$ cat src/rtl/local_bus_arbiter.sv
`default_nettype none
// ============================================================================
// Module      : local_bus_arbiter
// Description : Two-master round-robin arbiter for the SoC local bus using the
//               FemtoRV32 rstrb/wmask + rbusy/wbusy handshake. Requests are
//               latched per master, one access is issued at a time, and a
//               hung slave is turned into an error completion by a timeout.
// Revision    : 1.0 - initial release
// ============================================================================
module local_bus_arbiter #(
  parameter int unsigned TIMEOUT_CYCLES = 255,
  parameter logic [31:0] ERR_RDATA      = 32'hDEAD_BEEF
) (
  input  logic        clk,
  input  logic        reset_n,
  input  logic [31:0] m0_addr,
  input  logic [31:0] m0_wdata,
  input  logic [3:0]  m0_wmask,
  input  logic        m0_rstrb,
  output logic [31:0] m0_rdata,
  output logic        m0_rbusy,
  output logic        m0_wbusy,
  input  logic [31:0] m1_addr,
  input  logic [31:0] m1_wdata,
  input  logic [3:0]  m1_wmask,
  input  logic        m1_rstrb,
  output logic [31:0] m1_rdata,
  output logic        m1_rbusy,
  output logic        m1_wbusy,
  output logic [31:0] s_addr,
  output logic [31:0] s_wdata,
  output logic [3:0]  s_wmask,
  output logic        s_rstrb,
  input  logic [31:0] s_rdata,
  input  logic        s_done,
  output logic        grant,
  output logic        busy_bus,
  output logic        err
);

  localparam logic [1:0]  c_st_idle      = 2'd0;
  localparam logic [1:0]  c_st_issue     = 2'd1;
  localparam logic [1:0]  c_st_wait      = 2'd2;
  localparam logic [15:0] c_timeout_last = 16'(TIMEOUT_CYCLES - 1);
  localparam logic [15:0] c_count_max    = 16'hFFFF;

  logic [1:0]  r_state;
  logic [1:0]  r_pending;
  logic [31:0] r_slot_addr  [2];
  logic [31:0] r_slot_wdata [2];
  logic [3:0]  r_slot_wmask [2];
  logic        r_grant;
  logic        r_last_grant;
  logic [31:0] r_s_addr;
  logic [31:0] r_s_wdata;
  logic [3:0]  r_s_wmask;
  logic [15:0] r_count;
  logic [31:0] r_rdata [2];
  logic        r_err;

  logic [31:0] w_m_addr  [2];
  logic [31:0] w_m_wdata [2];
  logic [3:0]  w_m_wmask [2];
  logic [1:0]  w_m_rstrb;
  logic [1:0]  w_strobe;
  logic [1:0]  w_cap;
  logic [1:0]  w_req;
  logic [1:0]  w_rbusy;
  logic [1:0]  w_wbusy;
  logic        w_complete;
  logic        w_timeout;
  logic        w_next_grant;
  logic [31:0] w_sel_addr;
  logic [31:0] w_sel_wdata;
  logic [3:0]  w_sel_wmask;

  assign w_m_addr[0]  = m0_addr;
  assign w_m_addr[1]  = m1_addr;
  assign w_m_wdata[0] = m0_wdata;
  assign w_m_wdata[1] = m1_wdata;
  assign w_m_wmask[0] = m0_wmask;
  assign w_m_wmask[1] = m1_wmask;
  assign w_m_rstrb    = {m1_rstrb, m0_rstrb};

  // Completion of the current access: slave done, or the WAIT budget ran out.
  always_comb begin
    w_complete = 1'b0;
    w_timeout  = 1'b0;
    case (r_state)
      c_st_issue: w_complete = s_done;
      c_st_wait: begin
        w_timeout  = ~s_done & (r_count == c_timeout_last);
        w_complete = s_done | w_timeout;
      end
      default: ;
    endcase
  end

  // Per-master capture and busy; a slot frees up in its completion cycle so a
  // same-cycle re-strobe is captured without a busy gap.
  always_comb begin
    for (int n = 0; n < 2; n++) begin
      w_strobe[n] = w_m_rstrb[n] | (|w_m_wmask[n]);
      w_cap[n]    = w_strobe[n] & (~r_pending[n] | (w_complete & (r_grant == 1'(n))));
      w_req[n]    = r_pending[n] | w_cap[n];
      w_rbusy[n]  = (w_m_rstrb[n] & ~(|w_m_wmask[n]) & ~r_pending[n])
                  | (r_pending[n] & ~(|r_slot_wmask[n]));
      w_wbusy[n]  = ((|w_m_wmask[n]) & ~r_pending[n])
                  | (r_pending[n] & (|r_slot_wmask[n]));
    end
  end

  // Round-robin pick; a request strobed this cycle bypasses its slot so the
  // bus is issued the very next cycle.
  always_comb begin
    w_next_grant = (&w_req) ? ~r_last_grant : w_req[1];
    w_sel_addr   = r_pending[w_next_grant] ? r_slot_addr[w_next_grant]  : w_m_addr[w_next_grant];
    w_sel_wdata  = r_pending[w_next_grant] ? r_slot_wdata[w_next_grant] : w_m_wdata[w_next_grant];
    w_sel_wmask  = r_pending[w_next_grant] ? r_slot_wmask[w_next_grant] : w_m_wmask[w_next_grant];
  end

  // Request slots: completion clears, capture sets (capture wins).
  always_ff @(posedge clk or negedge reset_n) begin
    if (!reset_n) begin
      r_pending <= 2'b00;
      for (int n = 0; n < 2; n++) begin
        r_slot_addr[n]  <= 32'h0;
        r_slot_wdata[n] <= 32'h0;
        r_slot_wmask[n] <= 4'h0;
      end
    end else begin
      for (int n = 0; n < 2; n++) begin
        if (w_complete && (r_grant == 1'(n))) r_pending[n] <= 1'b0;
        if (w_cap[n]) begin
          r_pending[n]    <= 1'b1;
          r_slot_addr[n]  <= w_m_addr[n];
          r_slot_wdata[n] <= w_m_wdata[n];
          r_slot_wmask[n] <= w_m_wmask[n];
        end
      end
    end
  end

  // Bus FSM, timeout counter, read-data return and sticky error.
  always_ff @(posedge clk or negedge reset_n) begin
    if (!reset_n) begin
      r_state      <= c_st_idle;
      r_grant      <= 1'b0;
      r_last_grant <= 1'b1;
      r_s_addr     <= 32'h0;
      r_s_wdata    <= 32'h0;
      r_s_wmask    <= 4'h0;
      r_count      <= 16'h0;
      r_err        <= 1'b0;
      r_rdata[0]   <= 32'h0;
      r_rdata[1]   <= 32'h0;
    end else begin
      case (r_state)
        c_st_idle: begin
          if (|w_req) begin
            r_grant   <= w_next_grant;
            r_s_addr  <= w_sel_addr;
            r_s_wdata <= w_sel_wdata;
            r_s_wmask <= w_sel_wmask;
            r_state   <= c_st_issue;
          end
        end
        c_st_issue: begin
          r_count <= 16'h0;
          r_state <= s_done ? c_st_idle : c_st_wait;
        end
        c_st_wait: begin
          if (w_complete) r_state <= c_st_idle;
          else if (r_count != c_count_max) r_count <= r_count + 16'h1;
        end
        default: r_state <= c_st_idle;
      endcase
      if (w_complete) begin
        r_last_grant <= r_grant;
        if (r_s_wmask == 4'h0) r_rdata[r_grant] <= w_timeout ? ERR_RDATA : s_rdata;
        if (w_timeout) r_err <= 1'b1;
      end
    end
  end

  assign s_addr   = r_s_addr;
  assign s_wdata  = r_s_wdata;
  assign s_wmask  = (r_state == c_st_issue) ? r_s_wmask : 4'h0;
  assign s_rstrb  = (r_state == c_st_issue) & (r_s_wmask == 4'h0);
  assign grant    = r_grant;
  assign busy_bus = (r_state != c_st_idle);
  assign err      = r_err;
  assign m0_rdata = r_rdata[0];
  assign m1_rdata = r_rdata[1];
  assign m0_rbusy = w_rbusy[0];
  assign m1_rbusy = w_rbusy[1];
  assign m0_wbusy = w_wbusy[0];
  assign m1_wbusy = w_wbusy[1];

endmodule
`default_nettype wire

$ cat config.mk
export PLATFORM = sky130hd
export DESIGN_NAME = local_bus_arbiter
export DESIGN_NICKNAME = d
export VERILOG_FILES = /design/src/rtl/local_bus_arbiter.sv
export SDC_FILE = /design/constraint.sdc
export NUM_CORES = 1
export LEC_CHECK = 0
export CAP_MARGIN = 30
export CORE_AREA = 4 4 286 204
export CTS_BUF_LIST = sky130_fd_sc_hd__clkbuf_8
export CTS_CLUSTER_DIAMETER = 200
export DETAILED_ROUTE_END_ITERATION = 6
export DIE_AREA = 0 0 290 208
export PLACE_DENSITY = 0.57
export SKIP_CTS_REPAIR_TIMING = 1
export SLEW_MARGIN = 25
export SYNTH_ARGS = -nofsm -noshare
export SYNTH_HDL_FRONTEND = slang
export SYNTH_SLANG_ARGS = --single-unit
$ cat constraint.sdc
create_clock -name clk -period 3.5 [get_ports clk]
set_input_delay 0.7 -clock clk [delete_from_list [all_inputs] [get_ports clk]]
set_output_delay 0.7 -clock clk [all_outputs]
set_load 0.01 [all_outputs]
Figure 1. Where the registers sit (run 1).
Scale bar: 100 um. Other sequential cells in the stronger gray, the rest of the logic in the fainter gray.
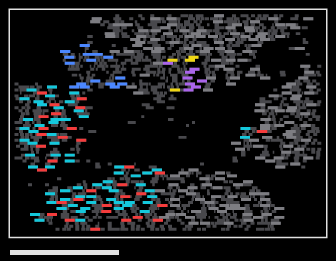
r_count -> blue  # sequential cells 16, where north-west
r_slot_wdata -> cyan  # sequential cells 64
r_slot_wmask -> purple  # sequential cells 8
r_s_wmask -> yellow  # sequential cells 4, where north
s_wdata -> red  # sequential cells 32
not colored = 167
register area: 7280 sq um
seq pwr: 5.91 mW
fin util: 34.3%

Figure 2. Routing congestion (run 1).
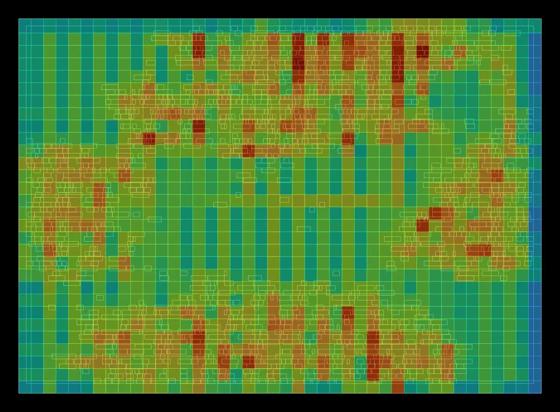
met2 usage: 22.2%
drt wl/cell: 19.7 um

==> flow_summary.ini, run 1 <==
; synthesis and place-and-route metrics
[outcome]
status = finished clean

[finish]
lay_top_count = clkdlybuf4s50_1
antenna_cells = 0
lay_top_cells = clkdlybuf4s50_1, dfrtp_1, mux2_1
fin_nets = 1609
drive_above_1_share_pct = 17.2
syn_to_final_growth_pct = 39.1

[drt]
routed_wl_um = 43800
drt_pre_antenna_iters = 4
drcViolationCount = 0
via_per_inst = 4.65
final_antenna_net_count = 0

[final_timing]
setup-tns-final_ns = 0
tightest_slew_ns = 0.672
setup_violations = 0
period_needed_ns = 3.42
hold_viol = 0
rsz0062_at_grt = no
timing.final.ws_setup_ns = 0.0808
slew_violations = 0
fmax_ghz = 0.292
slew_headroom_pct = 55.2

[clocking]
clk-insertion-delay-late_ns = 0.63
cts_buffer_depth = 3
cts_tree = yes
clkSinkCount = 291
path_clk_slew_ns = 0.06
cts-root-buf = clkbuf_8

[critical_path]
max_stage_delay_ns = 0.65
reg2reg_from = r_count[0]
cp_max_fo = 2
crit_arrival_ns = 2.72
path_delay_family = buffers and inverters
r2r_end = m0_rdata[18]
crit_buf_inv = 3
reg2reg_depth = 8
crit_chain = clkdlybuf4s50_1 > or4_1 > nor2_1 > buf_4 > a21o_1 > clkdlybuf4s50_1
crit_path_start_kind = input pin
cp-end-kind = primary output
cp.required_ns = 2.80
crit_top_cell = clkdlybuf4s50_1
crit_type = in -> out
slowest_stage = or4_1
rrSetupSlack_ns = 0.84

[grt]
grt_max_degree = 70
overflow = 0
grt_pass1_vias = 11000
track_usage_pct = 14.1
grt_pass1_wl_um = 67700
antenna_found_initial = 1

[yosys]
async_reset_ff_share_pct = 100
ff_type = dfrtp_1
syn-num-nets = 1279
postSynthCellCount = 1101
yosysChipArea_sq_um = 13800
edf_count = 0
synthesis.area_sq_um = 13800
synth_flop_count = 291
postSynthSeqShare_pct = 52.8
post_synth_num_cell_types = 52
synth-warning-count = 0

[hold_path]
min_to = r_count[6]
hp-class = reg -> reg
min-delay-start = r_count[6]
min_path_cells = 1

[pwr]
p_per_area_nw_per_um2 = 860
switching_share_pct = 34.7
ir_drop_v = 0.000333
switchingPower_mw = 5.74
power.internal_mw = 10.8
p_leak_nw = 8.33
combPwrFrac_pct = 42.6
p_seq_share_pct = 35.8
clockPowerShare_pct = 21.6

[floorplan]
row_count = 73
die_w_um = 290
chipArea_sq_um = 60300
io_pins = 313
floorplan.core_util_pct = 24.7
chipHeight_um = 208
core_sq_um = 55900

[place]
port_buffers = 312
dpl.hpwl_um = 28900
gp_congestion = 0.753
pre_cts_ws_ns = 0.0616

[run]
maxCapViolations = 0
Figure 3. Met3 routing (run 1).
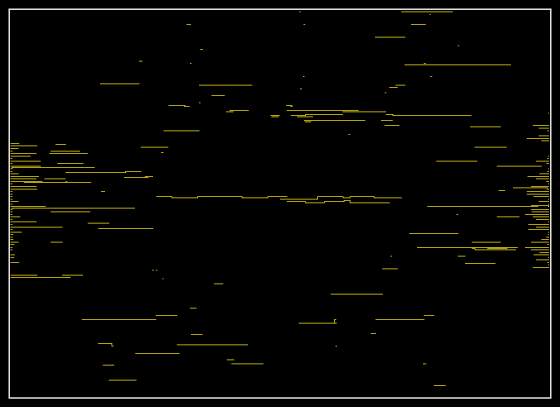
share of all routed wire = 5.0%
main direction = horizontal
DR vias: 10.3k
met3 usage in global routing: 3.12%

run 1: cell usage after synthesis, types with 5 or more instances:
master      n  area share (%)
mux2_4     30             3.3
and3_1     68             3.1
clkbuf_1   31            0.84
o21a_1      5            0.27
inv_1       7            0.19
o21ai_0     7            0.25
dfrtp_1   290              53
ha_1        5            0.45
nor4_1      5            0.23
nand2b_1   28             1.3
a211oi_2   29             2.6
buf_2      27            0.98
and2_1     17            0.77
o21ai_1     8            0.29
mux2_2     53             4.3
a21oi_1     9            0.33
nor2_1     76             2.1
buf_6       8            0.65
buf_4      13            0.71
mux2_1    109             8.9
a22o_1      8            0.51
nand2_1    34            0.92
mux2i_1    81             5.9
nand3_1     5            0.18
nand4_1    11            0.50
a211oi_1  100             5.4
run 1: routing by layer:
metal / track usage, % / share of wire, % / wire length [um] / vias up
li1: - / - / - / 4725
met1: 19.8 / 47 / 20500 / 5265
met2: 22.2 / 46 / 20300 / 265
met3: 3.12 / 5.0 / 2180 / 69
met4: 3.83 / 1.9 / 828 / 2
met5: 0 / 0.030 / 13 / -
run 1: logic make-up after synthesis:
kind of cell    count (synthesis)  share of synthesized area (%)
flops                         291                           52.8
buf+inv                        88                           3.43
compound gates                184                           11.0
mux                           273                           22.4
fa+ha+maj                       5                          0.453
simple gates                  260                           9.98
run 1: flip-flops by register name, indices dropped and copies added, names as in the netlist:
signal,cells
r_state,2
s_wdata,32
grant,1
r_count,16
r_s_wmask,4
r_pending,2
r_slot_addr,64
m0_rdata,32
r_slot_wmask,8
r_slot_wdata,64
s_addr,32
r_last_grant,1
m1_rdata,32
err,1
run 1: power groups by stage:
stage / Combinational [mW] / Clock, mW / Sequential [mW]
after floorplan: 3.71 / 0 / 6.05
after global placement: 7.00 / 0 / 5.89
after detailed placement: 7.14 / 0 / 5.94
after CTS: 7.16 / 3.72 / 5.91
after global routing: 7.60 / 3.87 / 6.09
final: 7.03 / 3.57 / 5.91
run 1: layout make-up:
class	count	area, sq um
Clock buffer	74	1020
Clock inverter	22	176
Fill cell	5512	36700
Inverter	7	26.3
Multi-Input combinational cell	722	6110
Sequential cell	291	7280
Tap cell	750	938
Timing Repair Buffer	357	3640
run 1: worst max-delay path by stage:
stage | start | endpoint | slack [ns] | depth (start not counted)
after floorplan | m0_wmask[0] | s_wdata[21] | 1.01 | 7
after global placement | m0_wmask[0] | m0_rbusy | 0.05 | 6
after detailed placement | m0_wmask[0] | s_wdata[26] | 0.06 | 8
after CTS | m0_wmask[0] | m0_rbusy | 0.06 | 6
after global routing | m0_wmask[0] | m0_rbusy | 0.02 | 6
final | m0_wmask[0] | m0_rbusy | 0.08 | 6
run 1: stage by stage:
step | util (%) | hold WS (ns) | area, sq um | cells
after floorplan | - | 0.404 | 13800 | 1101
after global placement | 32.2 | 0.452 | 18000 | 2126
after detailed placement | 32.2 | 0.465 | 18000 | 2126
after CTS | 34.3 | -0.0103 | 19200 | 2222
after global routing | 34.3 | 0.494 | 19200 | 2223
final | 34.3 | 0.478 | 19200 | 2223
==> run 2, diff against run 1 <==
--- a/config.mk
+++ b/config.mk
@@ -11,6 +11,7 @@
 export CTS_CLUSTER_DIAMETER = 200
 export DETAILED_ROUTE_END_ITERATION = 6
 export DIE_AREA = 0 0 290 208
+export HOLD_SLACK_MARGIN = 0.15
 export PLACE_DENSITY = 0.57
 export SKIP_CTS_REPAIR_TIMING = 1
 export SLEW_MARGIN = 25
Figure 4. Met3 routing (run 2).
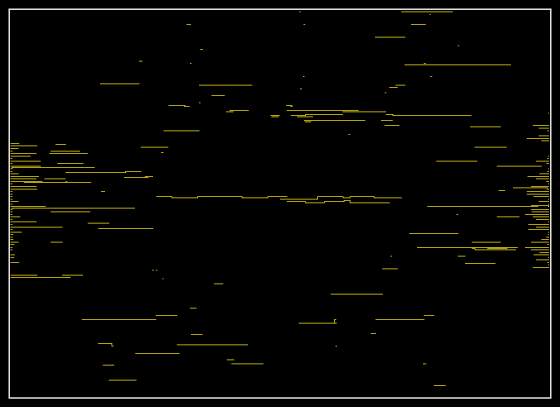
longest straight run = 65.8 um
share of all routed wire = 5.0%
nets with wire on the layer = 143

Figure 5. Routing congestion (run 2).
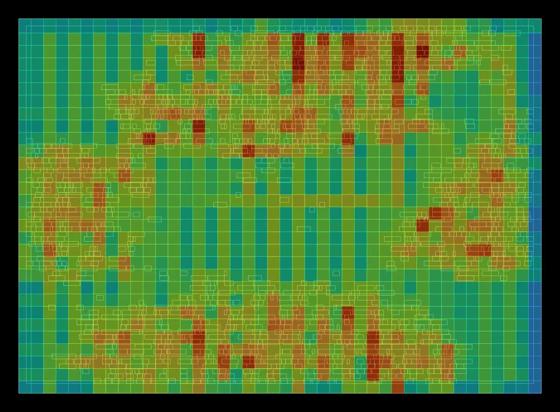
met1 Track Usage GR: 19.8%
grt peak-use layer: met2
GRT Total Usage: 14.1%

==> flow_summary.ini, run 2 <==
; synthesis and place-and-route metrics
[critical_path]
cp_max_fo = 2
crit_type = in -> out
crit_top_cell = clkdlybuf4s50_1
cp-end-kind = primary output
slowest_stage = or4_1
max_stage_delay_ns = 0.65
crit_arrival_ns = 2.72
cp.required_ns = 2.80
crit_path_start_kind = input pin
crit_chain = clkdlybuf4s50_1 > or4_1 > nor2_1 > buf_4 > a21o_1 > clkdlybuf4s50_1

[yosys]
synth_flop_count = 291
async_reset_ff_share_pct = 100
postSynthCellCount = 1101
synth-warning-count = 0
largest_area_cell = dfrtp_1
area_leaders = dfrtp_1, mux2_1, mux2i_1
top_area_share_pct = 52.6
yosysChipArea_sq_um = 13800
syn-num-nets = 1279
postSynthSeqShare_pct = 52.8
post_synth_num_cell_types = 52
synthesis.area_sq_um = 13800
synth_top_cell_by_count = dfrtp_1
edf_count = 0
postSynthAreaPerCell_sq_um = 12.5
ff_type = dfrtp_1
common_cells = dfrtp_1, mux2_1, a211oi_1, mux2i_1, nor2_1
ys_cells = 1101

[finish]
antenna_cells = 0
nFillCells = 5512
largest_registers = r_slot_addr: 64 flops, r_slot_wdata: 64 flops
lay_top_count = clkdlybuf4s50_1
drive_above_1_share_pct = 17.2
fin_nets = 1609
syn_to_final_growth_pct = 39.1
lay_top_cells = clkdlybuf4s50_1, dfrtp_1, mux2_1

[clocking]
clk-insertion-delay-late_ns = 0.63
clkSinkCount = 291
htreeDepth = 2
cts_tree = yes
numCtsBuffers = 52
cts-root-buf = clkbuf_8
cts_buffer_depth = 3
path_clk_slew_ns = 0.06

[floorplan]
die_w_um = 290
row_count = 73
floorplan.core_util_pct = 24.7
chipArea_sq_um = 60300
chipHeight_um = 208
io_pins = 313
core_sq_um = 55900

[final_timing]
setup-tns-final_ns = 0
rsz0062_at_grt = no
fmax_ghz = 0.292
slew_violations = 0
finalClockPeriodUsage_pct = 97.7
slew_headroom_pct = 55.2
finClkSkew_ns = 0.0339
setup_violations = 0
period_needed_ns = 3.42
tightest_slew_ns = 0.672
hold_viol = 0

[outcome]
status = finished clean

[pwr]
p_per_area_nw_per_um2 = 860
finalPower_mw = 16.5
ir_drop_v = 0.000333
p_leak_nw = 8.33

[grt]
grt_max_degree = 70
grt_pass1_wl_um = 67700
overflow = 0
grt_pass1_vias = 11000
antenna_found_initial = 1

[drt]
drt-wirelength-per-cell_um = 19.7
drcViolationCount = 0
via_per_inst = 4.65
vias = 10300
routed_wl_um = 43800
drt_pre_antenna_iters = 4
drt_iter0_drc = 437
final_antenna_net_count = 0

[hold_path]
hp-class = reg -> reg

[run]
tool_warnings = 29
maxCapViolations = 0

[place]
port_buffers = 312
gp_congestion = 0.753
dpl.hpwl_um = 28900
-- run 2: cell counts after synthesis --
Identical to the previous run, type by type.
-- run 2: cell type report --
cell class                 count  area, sq um  area share [%]
clock inverter                22          176           0.919
sequential                   291         7280            37.9
inverter                       7         26.3           0.137
multi-input combinational    722         6110            31.8
timing repair buffer         357         3640            19.0
clock buffer                  74         1020            5.31
tap                          750          938            4.89
-- run 2: report_power, final --
part           switching, mW  internal, mW  leakage [nW]
clock                   1.54          2.03         0.651
sequential             0.918          4.99          3.52
combinational           3.28          3.75          4.16
-- run 2: through the flow --
| step | instance area (sq um) | setup slack (ns) | instances | hold slack (ns) | util (%) |
|---|---|---|---|---|---|
| 6_report | 19200 | 0.0808 | 2223 | 0.478 | 34.3 |
| 5_1_grt | 19200 | 0.0245 | 2223 | 0.494 | 34.3 |
| 4_1_cts | 19200 | 0.0622 | 2222 | -0.0103 | 34.3 |
| 3_5_place_dp | 18000 | 0.0616 | 2126 | 0.465 | 32.2 |
| 3_3_place_gp | 18000 | 0.0472 | 2126 | 0.452 | 32.2 |
| 2_1_floorplan | 13800 | 1.01 | 1101 | 0.404 | - |
-- run 2: final timing paths --
kind / start / to / slack, ns / cells past startpoint
min: r_count[6] / r_count[6] / 0.48 / 1
min in group asynchronous: reset_n / m1_rdata[5] / 0.62 / 2
max in group asynchronous: reset_n / r_last_grant / 1.91 / 3
min reg2reg: r_count[6] / r_count[6] / 0.48 / 1
max reg2reg: r_count[0] / m0_rdata[18] / 0.84 / 8
max: m0_wmask[0] / m0_rbusy / 0.08 / 6
-- run 2: layer usage --
metal	vias up	part of all wire (%)	GRT usage [%]
met5	-	0.030	0
met4	2	1.9	3.83
met3	69	5.0	3.12
met2	265	46	22.2
met1	5265	47	19.8
li1	4725	-	-
-- run 2: critical path, delay by kind of cell --
family                 cells  cell delay [ns]
AOI/OAI and AO/OA          1             0.12
and+or+nand+nor            2             0.79
buffers and inverters      3             1.11
-- run 2: logic make-up after synthesis --
kind of cell	share of synthesized area (%)
DFF	52.8
AOI/OAI and AO/OA	11.0
buffers and inverters	3.43
adders and majority gates	0.453
muxes	22.4
and+or+nand+nor	9.98
Figure 6. Where the registers sit (run 2).
Scale bar: 100 um. Other sequential cells in the stronger gray, the rest of the logic in the fainter gray.
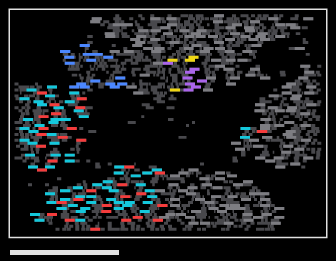

==> run 3, diff against run 2 <==
--- a/config.mk
+++ b/config.mk
@@ -5,12 +5,11 @@
 export SDC_FILE = /design/constraint.sdc
 export NUM_CORES = 1
 export LEC_CHECK = 0
-export CAP_MARGIN = 30
-export CORE_AREA = 4 4 286 204
+export CORE_AREA = 4 4 220 265
 export CTS_BUF_LIST = sky130_fd_sc_hd__clkbuf_8
 export CTS_CLUSTER_DIAMETER = 200
 export DETAILED_ROUTE_END_ITERATION = 6
-export DIE_AREA = 0 0 290 208
+export DIE_AREA = 0 0 224 269
 export HOLD_SLACK_MARGIN = 0.15
 export PLACE_DENSITY = 0.57
 export SKIP_CTS_REPAIR_TIMING = 1
Figure 7. Where the registers sit (run 3).
Scale bar: 50 um. Other sequential cells in the stronger gray, the rest of the logic in the fainter gray.
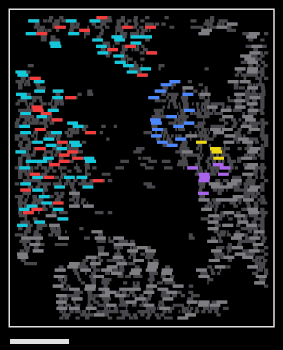
r_slot_wdata -> cyan  # sequential cells 64
r_slot_wmask -> purple  # sequential cells 8, where east
r_s_wmask -> yellow  # sequential cells 4, where east
s_wdata -> red  # sequential cells 32
r_count -> blue  # sequential cells 16
Seq area share: 38.1%
fin util: 34.3%
seq pwr: 5.88 mW

Figure 8. Signal wires on met2 (run 3).
Scale bar: 50 um.
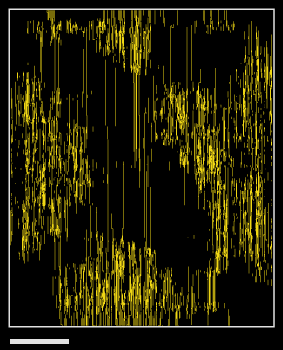
main direction = vertical
nets with wire on the layer = 1457
share of all routed wire = 48%
wire length on this layer = 21.0 mm
longest straight run = 107 um
met2 usage: 24.2%
final WL: 43500 um

==> flow_summary.ini, run 3 <==
; synthesis and place-and-route metrics
[floorplan]
chipHeight_um = 269
io_pins = 313
floorplan.core_util_pct = 24.7
die_w_um = 224
row_count = 95
chipArea_sq_um = 60300
core_sq_um = 55700

[finish]
syn_to_final_growth_pct = 38.5
drive_above_1_share_pct = 16.7
stdcell_count = 2189
lay_top_count = clkdlybuf4s50_1
lay_top_cells = clkdlybuf4s50_1, dfrtp_1, mux2_1
fin_area_sq_um = 19100
largest_registers = r_slot_addr: 64 flops, r_slot_wdata: 64 flops
fin_nets = 1603

[critical_path]
crit_type = in -> out
cp.required_ns = 2.80
rrSetupSlack_ns = 0.82
reg2reg_depth = 8
crit_arrival_ns = 2.67
cp_max_fo = 2
cp-end-kind = primary output
cp-startpoint = m0_wmask[0]
r2r_end = m0_rdata[12]
crit_path_start_kind = input pin
critPathCapture = m0_rbusy
reg2reg_from = r_count[0]

[drt]
drt-wirelength-per-cell_um = 19.9
via_per_inst = 4.72
drcViolationCount = 0
drt_iter0_drc = 381
final_antenna_net_count = 0
drt_pre_antenna_iters = 4
vias = 10300

[final_timing]
rsz0062_at_grt = no
slew_violations = 0
slew_headroom_pct = 45.6
fin_hold_ws_ns = 0.472
setup-tns-final_ns = 0
tightest_slew_ns = 0.809
period_needed_ns = 3.37
fmax_ghz = 0.297
finalClockPeriodUsage_pct = 96.3
finClkSkew_ns = 0.0211
hold_viol = 0
setup_violations = 0

[yosys]
synth_flop_count = 291
edf_count = 0
synthSimpleGateAreaFrac_pct = 9.98
synthesis.area_sq_um = 13800
synth-adder-area-share_pct = 0.453
largest_area_cell = dfrtp_1
postSynthSeqShare_pct = 52.8
ff_type = dfrtp_1
synth-warning-count = 0
xor_share_pct = 0
aoi_share_pct = 11.0
post_synth_num_cell_types = 52
yosysChipArea_sq_um = 13800
syn-num-nets = 1279
mux_area_share_pct = 22.4
common_cells = dfrtp_1, mux2_1, a211oi_1, mux2i_1, nor2_1
ys_cells = 1101
logic_family = multiplexers
top_area_share_pct = 52.6
async_reset_ff_share_pct = 100
postSynthAreaPerCell_sq_um = 12.5
area_leaders = dfrtp_1, mux2_1, mux2i_1
synth_top_cell_by_count = dfrtp_1
postSynthCellCount = 1101

[place]
dp_cells = 2097
place_area_sq_um = 18000
port_buffers = 312
gp_congestion = 0.799
dpl.hpwl_um = 28200

[hold_path]
hp-class = reg -> reg

[pwr]
switching_share_pct = 34.7
switchingPower_mw = 5.69
p_leak_nw = 8.30
power.internal_mw = 10.7
p_per_area_nw_per_um2 = 858
ir_drop_v = 0.000403
clockPowerShare_pct = 21.1
combPwrFrac_pct = 43.0
p_seq_share_pct = 35.9

[clocking]
htreeDepth = 2
clk-insertion-delay-late_ns = 0.62
path_clk_slew_ns = 0.06
clkSinkCount = 291
numCtsBuffers = 52
cts-root-buf = clkbuf_8
cts_buffer_depth = 3
cts_tree = yes

[grt]
grt_pass1_vias = 11200
overflow = 0
grt_max_degree = 72
use_met1_pct = 17.5
antenna_found_initial = 5
grt_pass1_wl_um = 67800
met3_usage_pct = 4.41
grt-busiest-layer = met2
track_usage_pct = 14.2

[run]
tool_warnings = 29
maxCapViolations = 0

[outcome]
status = finished clean
## run 3: cell counts after synthesis
No cell type changed its count.
## run 3: power by group through the flow
stage / Combinational [mW] / Clock [mW] / Sequential, mW
finish: 7.06 / 3.46 / 5.88
global route: 7.67 / 3.75 / 6.09
CTS: 7.20 / 3.62 / 5.89
detailed placement: 7.18 / 0 / 5.93
global placement: 7.04 / 0 / 5.87
floorplan: 3.71 / 0 / 6.05
## run 3: cell families (layout without fill, tap and decap cells)
family	Yosys count	count (layout)
AND-OR/OR-AND	184	184
buffers and inverters	88	448
multiplexers	273	273
flip-flops	291	291
AND/OR/NAND/NOR	260	260
other	0	1
adder cells (fa/ha/maj)	5	5
## run 3: stage by stage
step | setup WS [ns] | power (mW)
after floorplan | 1.01 | 9.76
after global placement | -0.0343 | 12.9
after detailed placement | 0.0428 | 13.1
after CTS | 0.0182 | 16.7
after global routing | 0.0126 | 17.5
final | 0.129 | 16.4
## run 3: per-layer routing
| layer | wire, um | share of wire, % |
|---|---|---|
| met1 | 18500 | 42 |
| met2 | 21000 | 48 |
| met3 | 3060 | 7.0 |
| met4 | 969 | 2.2 |
| met5 | 36 | 0.083 |
## run 3: area by class of cell
type                       instances  area (sq um)
clock buffer                      65           895
multi-input combinational        722          6110
inverter                           7          26.3
sequential                       291          7280
tap                              727           910
fill                            5549         36600
antenna                            1          2.50
clock inverter                    25           224
timing repair buffer             351          3660
## run 3: worst min path at each step
stage               start           end  slack, ns  cells after the start
6_report       r_count[6]    r_count[6]       0.47                      1
5_1_grt        r_count[6]    r_count[6]       0.49                      1
4_1_cts           reset_n  m0_rdata[12]      0.009                      1
3_5_place_dp   r_count[6]    r_count[6]       0.46                      1
3_3_place_gp   r_count[6]    r_count[6]       0.46                      1
2_1_floorplan     reset_n           err       0.40                      0
## run 3: critical path, cell delays in order
cell	delay [ns]
clkdlybuf4s50_1	0.45
or4_4	0.60
nor2_1	0.12
buf_4	0.15
a21o_1	0.12
clkdlybuf4s50_1	0.53
Power and IR drop assume default switching activity.
